**src/rtl/operand_bypass_unit_pkg.sv**
```systemverilog
// Shared types for the decode-stage operand bypass unit: bypass bus payload, select codes, FSM states
// and the per-source forward-select function.
package operand_bypass_unit_pkg;

  localparam int unsigned XLEN  = 32;
  localparam int unsigned NREGS = 32;
  localparam int unsigned AW    = $clog2(NREGS);
  localparam int unsigned CNT_W = 32;

  typedef struct packed {
    logic [XLEN-1:0] rd;
    logic [AW-1:0]   rd_addr;
  } bypass_bus_t;

  typedef enum logic [2:0] {
    SEL_RF, SEL_ZERO, SEL_EX, SEL_MEM, SEL_WB, SEL_LATE
  } fwd_sel_e;

  typedef enum logic [1:0] {
    RUN, HAZARD, DRAIN
  } obu_state_e;

  typedef struct packed {
    fwd_sel_e        sel;
    logic [XLEN-1:0] data;
    logic            hazard;
  } fwd_res_t;

  // Youngest matching producer wins; a not-yet-valid EX/MEM producer flags a hazard
  // instead of falling through to an older, stale value.
  function automatic fwd_res_t fwd_select(
    input logic [AW-1:0]   addr,
    input bypass_bus_t     ex,
    input logic            ex_is_load,
    input bypass_bus_t     mem,
    input logic            mem_ready,
    input bypass_bus_t     wb,
    input logic            wb_we,
    input bypass_bus_t     late,
    input logic [XLEN-1:0] rf_data
  );
    fwd_res_t r;
    r.sel    = SEL_RF;
    r.data   = rf_data;
    r.hazard = 1'b0;
    if (addr == '0) begin
      r.sel  = SEL_ZERO;
      r.data = '0;
    end else if (ex.rd_addr == addr) begin
      r.sel    = SEL_EX;
      r.data   = ex.rd;
      r.hazard = ex_is_load;
    end else if (mem.rd_addr == addr) begin
      r.sel    = SEL_MEM;
      r.data   = mem.rd;
      r.hazard = ~mem_ready;
    end else if (wb_we && (wb.rd_addr == addr)) begin
      r.sel  = SEL_WB;
      r.data = wb.rd;
    end else if (late.rd_addr == addr) begin
      r.sel  = SEL_LATE;
      r.data = late.rd;
    end
    return r;
  endfunction

endpackage

```
**src/rtl/operand_bypass_unit_if.sv**
```systemverilog
// Decode operand-read bundle: source addresses, bypass buses, drain control and resolved operands.
interface operand_bypass_unit_if;
  import operand_bypass_unit_pkg::*;

  logic [AW-1:0]    rs1_addr_i;
  logic [AW-1:0]    rs2_addr_i;
  logic             id_valid_i;
  bypass_bus_t      ex_bp_i;
  logic             ex_is_load_i;
  bypass_bus_t      mem_bp_i;
  logic             mem_ready_i;
  bypass_bus_t      wb_bp_i;
  logic             wb_we_i;
  bypass_bus_t      wb_late_bp_i;
  logic             drain_req_i;
  logic             unstall_i;
  logic [XLEN-1:0]  rs1_data_o;
  logic [XLEN-1:0]  rs2_data_o;
  fwd_sel_e         fwd_sel1_o;
  fwd_sel_e         fwd_sel2_o;
  logic             stall_o;
  logic [CNT_W-1:0] stall_cnt_o;

  modport master (
    output rs1_addr_i, rs2_addr_i, id_valid_i, ex_bp_i, ex_is_load_i, mem_bp_i, mem_ready_i,
           wb_bp_i, wb_we_i, wb_late_bp_i, drain_req_i, unstall_i,
    input  rs1_data_o, rs2_data_o, fwd_sel1_o, fwd_sel2_o, stall_o, stall_cnt_o
  );

  modport slave (
    input  rs1_addr_i, rs2_addr_i, id_valid_i, ex_bp_i, ex_is_load_i, mem_bp_i, mem_ready_i,
           wb_bp_i, wb_we_i, wb_late_bp_i, drain_req_i, unstall_i,
    output rs1_data_o, rs2_data_o, fwd_sel1_o, fwd_sel2_o, stall_o, stall_cnt_o
  );

endinterface

```
**src/rtl/reg_file_2r1w.sv**
```systemverilog
// Integer register file: two asynchronous read ports, one synchronous write port, x0 reads zero.
module reg_file_2r1w
  import operand_bypass_unit_pkg::*;
(
  input  logic            clk,
  input  logic            rst,
  input  logic [AW-1:0]   raddr1,
  input  logic [AW-1:0]   raddr2,
  output logic [XLEN-1:0] rdata1,
  output logic [XLEN-1:0] rdata2,
  input  logic            we,
  input  logic [AW-1:0]   waddr,
  input  logic [XLEN-1:0] wdata
);

  logic [XLEN-1:0] regs [NREGS];

  always_ff @(posedge clk) begin
    if (rst) begin
      for (int unsigned i = 0; i < NREGS; i++) regs[i] <= '0;
    end else if (we && (waddr != '0)) begin
      regs[waddr] <= wdata;
    end
  end

  assign rdata1 = (raddr1 == '0) ? '0 : regs[raddr1];
  assign rdata2 = (raddr2 == '0) ? '0 : regs[raddr2];

endmodule

```
**src/rtl/operand_bypass_unit.sv**
```systemverilog
// Decode-stage operand resolution: register file read, bypass selection, load-use hazard
// detection and WB-requested drain hold with a saturating stall-cycle counter.
module operand_bypass_unit
  import operand_bypass_unit_pkg::*;
(
  input  logic                  clk,
  input  logic                  rst,
  operand_bypass_unit_if.slave  bus
);

  logic [XLEN-1:0]  rf_rdata1;
  logic [XLEN-1:0]  rf_rdata2;
  fwd_res_t         res1;
  fwd_res_t         res2;
  logic             hazard;
  logic             stall;
  obu_state_e       state_q;
  obu_state_e       state_d;
  logic [CNT_W-1:0] stall_cnt_q;

  reg_file_2r1w u_rf (
    .clk    (clk),
    .rst    (rst),
    .raddr1 (bus.rs1_addr_i),
    .raddr2 (bus.rs2_addr_i),
    .rdata1 (rf_rdata1),
    .rdata2 (rf_rdata2),
    .we     (bus.wb_we_i),
    .waddr  (bus.wb_bp_i.rd_addr),
    .wdata  (bus.wb_bp_i.rd)
  );

  assign res1 = fwd_select(bus.rs1_addr_i, bus.ex_bp_i, bus.ex_is_load_i, bus.mem_bp_i,
                           bus.mem_ready_i, bus.wb_bp_i, bus.wb_we_i, bus.wb_late_bp_i, rf_rdata1);
  assign res2 = fwd_select(bus.rs2_addr_i, bus.ex_bp_i, bus.ex_is_load_i, bus.mem_bp_i,
                           bus.mem_ready_i, bus.wb_bp_i, bus.wb_we_i, bus.wb_late_bp_i, rf_rdata2);

  assign hazard = bus.id_valid_i & (res1.hazard | res2.hazard);

  always_ff @(posedge clk) begin
    if (rst) state_q <= RUN;
    else     state_q <= state_d;
  end

  // Drain request outranks a coincident hazard; once draining only unstall releases.
  always_comb begin
    state_d = state_q;
    case (state_q)
      RUN:     if (bus.drain_req_i) state_d = DRAIN;
               else if (hazard)     state_d = HAZARD;
      HAZARD:  if (bus.drain_req_i) state_d = DRAIN;
               else if (!hazard)    state_d = RUN;
      DRAIN:   if (bus.unstall_i)   state_d = RUN;
      default: state_d = RUN;
    endcase
  end

  always_comb begin
    stall = 1'b0;
    if (!rst) stall = hazard | (state_q == DRAIN) | bus.drain_req_i;
  end

  always_ff @(posedge clk) begin
    if (rst)                            stall_cnt_q <= '0;
    else if (stall && (stall_cnt_q != '1)) stall_cnt_q <= stall_cnt_q + CNT_W'(1);
  end

  assign bus.rs1_data_o  = res1.data;
  assign bus.rs2_data_o  = res2.data;
  assign bus.fwd_sel1_o  = res1.sel;
  assign bus.fwd_sel2_o  = res2.sel;
  assign bus.stall_o     = stall;
  assign bus.stall_cnt_o = stall_cnt_q;

endmodule

```
**src/flat_wrapper.sv**
```systemverilog
// flat-port wrapper written by rule: the top's interface ports become plain ports
module operand_bypass_unit_flat import operand_bypass_unit_pkg::*;
  (clk, rst, bus_rs1_addr_i, bus_rs2_addr_i, bus_id_valid_i, bus_ex_bp_i, bus_ex_is_load_i, bus_mem_bp_i, bus_mem_ready_i, bus_wb_bp_i, bus_wb_we_i, bus_wb_late_bp_i, bus_drain_req_i, bus_unstall_i, bus_rs1_data_o, bus_rs2_data_o, bus_fwd_sel1_o, bus_fwd_sel2_o, bus_stall_o, bus_stall_cnt_o);
  operand_bypass_unit_if bus_i ();
  input  logic clk;
  input  logic rst;
  input wire logic [$bits(bus_i.rs1_addr_i)-1:0] bus_rs1_addr_i;
  input wire logic [$bits(bus_i.rs2_addr_i)-1:0] bus_rs2_addr_i;
  input wire logic [$bits(bus_i.id_valid_i)-1:0] bus_id_valid_i;
  input wire logic [$bits(bus_i.ex_bp_i)-1:0] bus_ex_bp_i;
  input wire logic [$bits(bus_i.ex_is_load_i)-1:0] bus_ex_is_load_i;
  input wire logic [$bits(bus_i.mem_bp_i)-1:0] bus_mem_bp_i;
  input wire logic [$bits(bus_i.mem_ready_i)-1:0] bus_mem_ready_i;
  input wire logic [$bits(bus_i.wb_bp_i)-1:0] bus_wb_bp_i;
  input wire logic [$bits(bus_i.wb_we_i)-1:0] bus_wb_we_i;
  input wire logic [$bits(bus_i.wb_late_bp_i)-1:0] bus_wb_late_bp_i;
  input wire logic [$bits(bus_i.drain_req_i)-1:0] bus_drain_req_i;
  input wire logic [$bits(bus_i.unstall_i)-1:0] bus_unstall_i;
  output wire logic [$bits(bus_i.rs1_data_o)-1:0] bus_rs1_data_o;
  output wire logic [$bits(bus_i.rs2_data_o)-1:0] bus_rs2_data_o;
  output wire logic [$bits(bus_i.fwd_sel1_o)-1:0] bus_fwd_sel1_o;
  output wire logic [$bits(bus_i.fwd_sel2_o)-1:0] bus_fwd_sel2_o;
  output wire logic [$bits(bus_i.stall_o)-1:0] bus_stall_o;
  output wire logic [$bits(bus_i.stall_cnt_o)-1:0] bus_stall_cnt_o;
  assign bus_i.rs1_addr_i = bus_rs1_addr_i;
  assign bus_i.rs2_addr_i = bus_rs2_addr_i;
  assign bus_i.id_valid_i = bus_id_valid_i;
  assign bus_i.ex_bp_i = bus_ex_bp_i;
  assign bus_i.ex_is_load_i = bus_ex_is_load_i;
  assign bus_i.mem_bp_i = bus_mem_bp_i;
  assign bus_i.mem_ready_i = bus_mem_ready_i;
  assign bus_i.wb_bp_i = bus_wb_bp_i;
  assign bus_i.wb_we_i = bus_wb_we_i;
  assign bus_i.wb_late_bp_i = bus_wb_late_bp_i;
  assign bus_i.drain_req_i = bus_drain_req_i;
  assign bus_i.unstall_i = bus_unstall_i;
  assign bus_rs1_data_o = bus_i.rs1_data_o;
  assign bus_rs2_data_o = bus_i.rs2_data_o;
  assign bus_fwd_sel1_o = bus_i.fwd_sel1_o;
  assign bus_fwd_sel2_o = bus_i.fwd_sel2_o;
  assign bus_stall_o = bus_i.stall_o;
  assign bus_stall_cnt_o = bus_i.stall_cnt_o;
  operand_bypass_unit u_core (.clk(clk), .rst(rst), .bus(bus_i));
endmodule
```
**config.mk**
```make
export PLATFORM = sky130hd
export DESIGN_NAME = operand_bypass_unit_flat
export DESIGN_NICKNAME = d
export VERILOG_FILES = /design/src/rtl/operand_bypass_unit_pkg.sv /design/src/rtl/operand_bypass_unit_if.sv /design/src/rtl/reg_file_2r1w.sv /design/src/rtl/operand_bypass_unit.sv /design/src/flat_wrapper.sv
export SDC_FILE = /design/constraint.sdc
export NUM_CORES = 2
export LEC_CHECK = 0
export CAP_MARGIN = 20
export CORE_MARGIN = 1
export CORE_UTILIZATION = 50
export DETAILED_ROUTE_END_ITERATION = 16
export GPL_TIMING_DRIVEN = 1
export PLACE_DENSITY = 0.68
export SYNTH_ARGS = -nofsm -noshare
export SYNTH_HDL_FRONTEND = slang
export SYNTH_SLANG_ARGS = --single-unit
export TNS_END_PERCENT = 1
```
**constraint.sdc**
```tcl
create_clock -name clk -period 12.21 [get_ports clk]
set_clock_uncertainty 0.2 [all_clocks]
set_input_delay 3.663 -clock clk [delete_from_list [all_inputs] [get_ports clk]]
set_output_delay 3.663 -clock clk [all_outputs]
set_load 0.05 [all_outputs]
```
==> images/class_map.png <==
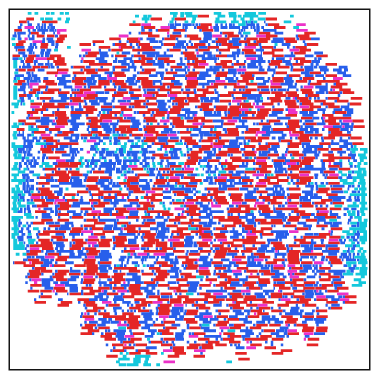
[red] registers | cells: 1058 | share of their area: 48%
[blue] remaining logic cells | cells: 2446 | share of their area: 39%
[cyan] remaining buffers and delay cells | cells: 419 | share of their area: 7.3%
[magenta] clock drivers and dummy loads | cells: 212 | share of their area: 5.5%
Rows: 125
design area: 0.0678 sq mm

==> images/layers.png <==
Only two layers are drawn.
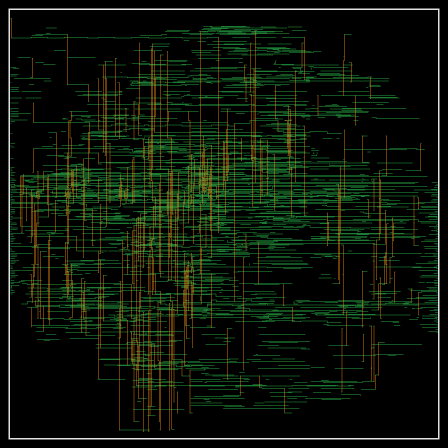
[orange] M4 | wire length: 10600 um
[green] M3 | wire length: 30.7 mm
routed length per instance: 36.4 um
Tot GR Track Use: 34.7%
Final Routed Wirelength: 206 mm

==> images/clock_wires.png <==
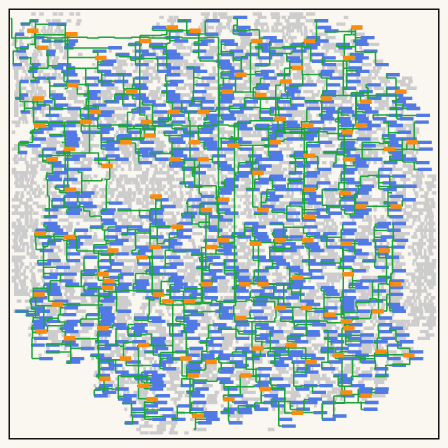
[orange] clock-net drivers | count: 115
[blue] flip-flops | count: 1058
[green] clock wires | length: 13200 um
routed clock nets: 116
flops lie: all over the die
Latency at later pin: 710 ps
clock network power share: 36.9%
Clk power: 3430 uW

==> notes.md <==
flow finished, numbers: status=finished clean, Final Hold Viols=0, number of I/O port buffers=268, vias per inst=7.04, total CTS buffers=115, maximum VDD drop=0.120 mV, Synth Seq Share=53.6%, YS chip area=0.0587 sq mm, chip width=345 um, pin count of the biggest net entering global routing=125, layout cells sized above 1=25.8%, FF-to-FF Start=u_core.bus.stall_cnt_o[4]$_SDFFE_PP0P_, Synth Area in XOR/XNOR=0.597%, met3 usage=11.9%, area grow syn2layout=15.5%, gpl congestion=0.909, Ports=269, non-filler cells, final=5666, largest area contributor in the netlist=edfxtp_1, initial antenna violation count=19, H-Tree Depth=3, TritonRoute pass-1 iters=6, FA/HA/MAJ Cells, Area Fraction=0.0213%, hold path startpoint=u_core.bus.stall_cnt_o[23]$_SDFFE_PP0P_, Syn Area/Cell=15.0 sq um, count leader, synth=edfxtp_1, final max-slew violation count=0, chip area=0.119 sq mm, WP buf/inv=3, Filler cells=8834, hold depth=2, max cap viols=0, Root Buffer=clkbuf_16, Top cell area share=52.4%, Dominant comb cell=multiplexers, Yosys warnings=0, post-placement cell count=5436, Total Power=9300 uW, compound-gate portion of the synthesized area=4.76%, #FFs+latches synth=1058, CTS max path bufs=3, via count=39869, Async SR Flop Fraction=0%, switching part of the total=26.7%, worst-path maximum fanout=12, detailed placer's ending HPWL=122 mm, Crit-path slowest cell=a2111oi_1, M1 wire length=72.5 mm, CTS clk-pin slew, worst paths=60 ps, RSZ-0062 raised after global routing=no, commonest cells in the netlist=1024 x edfxtp_1, 995 x and2_1, 576 x mux4_2, 309 x clkbuf_1, 130 x mux2i_1, Initial DRC Count=6124, hold endpoint=u_core.bus.stall_cnt_o[23]$_SDFFE_PP0P_, drc violations=0, setup TNS=0 ps, Placed Area=0.0639 sq mm, metal2 WL=92.3 mm, FP Core Util=50.5%, # clock sinks=1058, met1 Usage GRT=45.5%, Log Warnings=33, Comb pwr share=17.1%, CTS tree=done, post-place setup slack=691 ps, Min Hold Slack=292 ps, met2 GRT Util=52.1%, Mux area share=24.4%, Routed Antenna Nets=0, global-route wire length before repair=287 mm, synthesized area=0.0587 sq mm, Hold Path Class=flop to flop, Sw Pwr=2480 uW, Netlist cell types=62, hold-fix buffers at CTS=0, reg2reg end=u_core.bus.stall_cnt_o[1]$_SDFFE_PP0P_, Relative slew margins=20.7%, Top Usage Layer GRT=met2, cts repair resizes=0, final setup fails=0, cell leakage power=0.0229 uW
sequential cells by signal, indices dropped and copies added (netlist names):
name and cells:
u_core.bus.stall_cnt_o 32, u_core.state_q 2, u_core.u_rf.regs 1024
cell families after synthesis:
group | after synthesis
xor+xnor | 40
buf+inv | 445
simple gates | 1270
flops | 1058
fa+ha+maj | 1
compound gates | 389
mux | 708
other cells | 1
worst max-delay path by stage:
| stage | start | to | slack [ps] | cells after the start |
|---|---|---|---|---|
| finish | bus_rs1_addr_i[4] | bus_rs1_data_o[12] | 410 | 9 |
| global route | bus_rs1_addr_i[4] | bus_rs1_data_o[11] | 560 | 9 |
| CTS | bus_rs1_addr_i[1] | bus_fwd_sel1_o[2] | 690 | 8 |
| detailed placement | bus_rs1_addr_i[1] | bus_fwd_sel1_o[2] | 690 | 8 |
| global placement | bus_rs1_addr_i[1] | bus_fwd_sel1_o[2] | 660 | 8 |
| floorplan | bus_rs1_addr_i[2] | bus_rs1_data_o[17] | 890 | 9 |
final cells by class:
cell class / instances / area (sq um) / share of cell area, %
flip-flops and latches: 1058 / 31400 / 46.4
multi-input cells: 2440 / 25900 / 38.3
repair buffers: 419 / 4830 / 7.12
clock buffers: 140 / 3010 / 4.45
well taps: 1524 / 1910 / 2.81
clock inverters: 72 / 627 / 0.925
inverters: 6 / 22.5 / 0.0332
diodes: 7 / 17.5 / 0.0258
power groups by stage:
| stage | sequential (uW) | clock, uW | combinational, uW |
|---|---|---|---|
| after floorplan | 4320 | 0 | 920 |
| after global placement | 4340 | 0 | 1550 |
| after detailed placement | 4350 | 0 | 1550 |
| after CTS | 4270 | 3440 | 1560 |
| after global routing | 4300 | 3570 | 1630 |
| final | 4280 | 3430 | 1590 |
No activity file was given, so power comes from the tool's default toggle rates.
